### Metal 2

Scale bar: 200 um. Cells faint in the background.
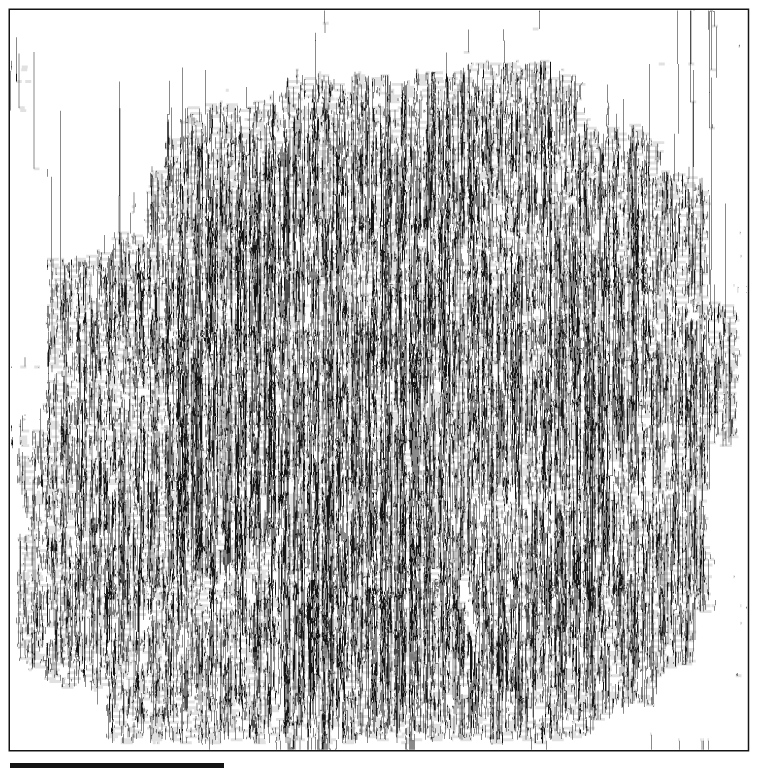
### Track usage over the die

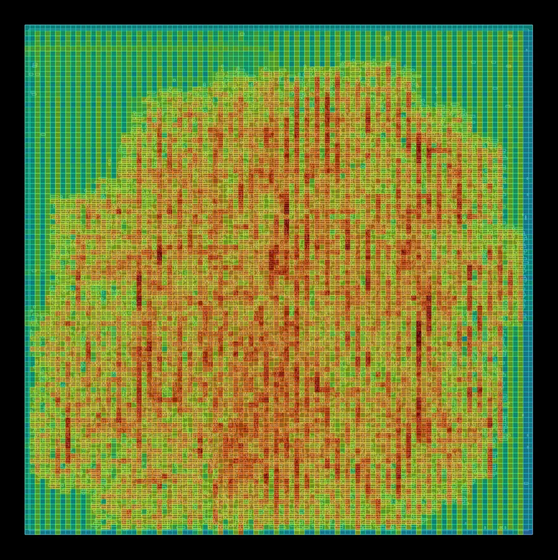
### A small window of the routed layout

Scale bar: 10 um. Region (324, 187) to (364, 227) um. Cells in gray, sequential cells in the stronger gray; small squares are vias.
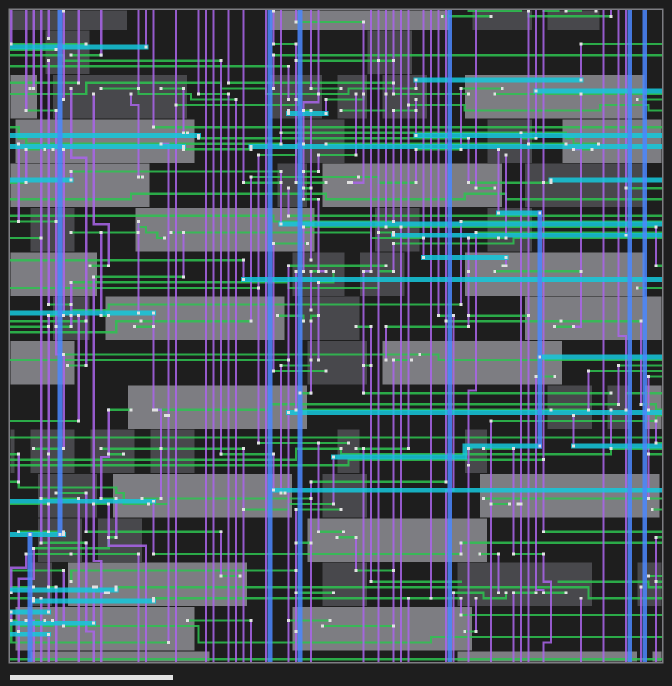
==> config.mk <==
export PLATFORM = sky130hd
export DESIGN_NAME = inst_rom_loader_flat
export DESIGN_NICKNAME = d
export VERILOG_FILES = /design/src/rtl/inst_rom_loader_if.sv /design/src/rtl/inst_rom_loader.sv /design/src/flat_wrapper.sv
export SDC_FILE = /design/constraint.sdc
export NUM_CORES = 2
export LEC_CHECK = 0
export CAP_MARGIN = 20
export CELL_PAD_IN_SITES_DETAIL_PLACEMENT = 1
export CELL_PAD_IN_SITES_GLOBAL_PLACEMENT = 2
export CORE_AREA = 5 5 684 686
export CTS_BUF_LIST = sky130_fd_sc_hd__clkbuf_4
export DETAILED_ROUTE_END_ITERATION = 16
export DIE_AREA = 0 0 689 691
export MAX_ROUTING_LAYER = met4
export PLACE_DENSITY = 0.58
export SLEW_MARGIN = 10
export SYNTH_ARGS = -nofsm -noshare
export SYNTH_HDL_FRONTEND = slang
export SYNTH_SLANG_ARGS = --single-unit
==> constraint.sdc <==
create_clock -name clk -period 11.15 [get_ports clk]
set_input_delay 3.345 -clock clk [delete_from_list [all_inputs] [get_ports clk]]
set_output_delay 3.345 -clock clk [all_outputs]
set_load 0.05 [all_outputs]
==> out/qor.yml <==
power_and_ir_drop:
  power_leader: "sequential cells"
  swShare_pct: 23.7
  ir_worst_vdd_mv: 0.114
  clkPwrFrac_pct: 41.7
  internal_power_mw: 25.0
  p_comb_mw: 2.08
  seqPwrFrac_pct: 52.0
  pg_seq_mw: 17.1
detailed_routing:
  wl_met2_um: 271000
  initialDrtViolationCount: 9743
  drt-pass1-iter-count: 6
  final_antenna_net_count: 0
  top_layer: "met4"
  drt-met1-wl_um: 237000
  wl_met3_um: 34800
  drc_errors: 0
finish:
  diodes: 36
  nNonClkBuffers: 737
  stdcell_count: 16300
  dominant-cell-class: "registers"
  syn2layout_area_growth_pct: 16.5
  drive_gt1_share_pct: 32.7
  flops: 4110
  most-common-layout-cells: "edfxtp_1, clkbuf_4, mux2i_1"
  fill_cells: 44700
  final_common_cell: "edfxtp_1"
  clock_buffers: 1737
synthesis:
  ys_ff: 4110
  yosys.area_share.adder_pct: 0.109
  ys_cells: 7957
  synth_xor_xnor_area_share_pct: 0.0327
  postSynthCellCount: 7957
  yosys.area_share.aoi_pct: 5.07
  yosys_area_um2: 161000
  yosysWarnings: 0
  yosysTopAreaCell: "edfxtp_1"
  async_flop_share_pct: 0.341
  edf_count: 4096
  synth_seq_share_pct: 76.7
  common_cells: "edfxtp_1, mux2i_1, mux4_2"
  ys_sh_mux_pct: 14.0
sta:
  maxSlewViolCount: 0
  setup_violations: 1
  hold_viol: 0
  rsz0062_at_grt: "false"
  tns_ns: -0.0126
  fmax_ghz: 0.0896
  final.period_utilization_pct: 100
  tightest_slew_ns: 1.36
  fin_crit_ns: 11.16
  layout_setup_ws_ns: -0.0126
placed_design:
  place_ws_ns: -0.319
  place_hpwl_um: 344000
  gp_congestion: 0.834
grt:
  grt-busiest-layer: "met2"
  overflow: 0
  grt_use_met3_pct: 3.92
  grt_pass1_wl_um: 762000
  grt_max_degree: 157
  grt_pass1_vias: 94300
floorplanning:
  dieArea_um2: 476000
  die_x_um: 689
  ios: 82
  die_h_um: 691
  core_area_um2: 461000
  fp_util_pct: 34.9
clocking:
  cts-root-buf: "clkbuf_4"
  cts_buffers: 1188
  postCtsSetupBuffers: 0
  cts_tree: "done"
  cts_resized: 2
  clkSlewWorstSetupHoldPaths_ns: 0.05
  cts_hold_buf: 0
setup_path:
  cpPeakStageDelay_ns: 0.93
  cp-end-kind: "primary output"
  cp.arrival_ns: 7.82
  crit_type: "primary input to primary output"
  required_ns: 7.81
outcome:
  violations: "negative setup slack"
  outcome: "finished, violations left"
worst_hold_path:
  hp-class: "flop to flop"
Notes on 'Metal 2' above:
main direction: vertical
wire length on this layer: 271 mm
share of all routed wire: 49%
longest straight run: 180 um
nets with wire on the layer: 8653
met2 Use GR: 37.4%
routed wire length: 556000 um
vias: 90500

Notes on 'Track usage over the die' above:
GRT met1 Usage: 31.5%
routed len/inst: 34.0 um
GRT Util Overall: 23.7%
fin util: 40.6%

Notes on 'A small window of the routed layout' above:
legend:
  metal 4:
    color: blue
  metal 2:
    color: purple
  metal 1:
    color: green
  metal 3:
    color: cyan
most frequent: edfxtp_1 (17), clkbuf_4 (10), buf_4 (5)
sequential cells in the window: 17
cells with their middle in the window: 49

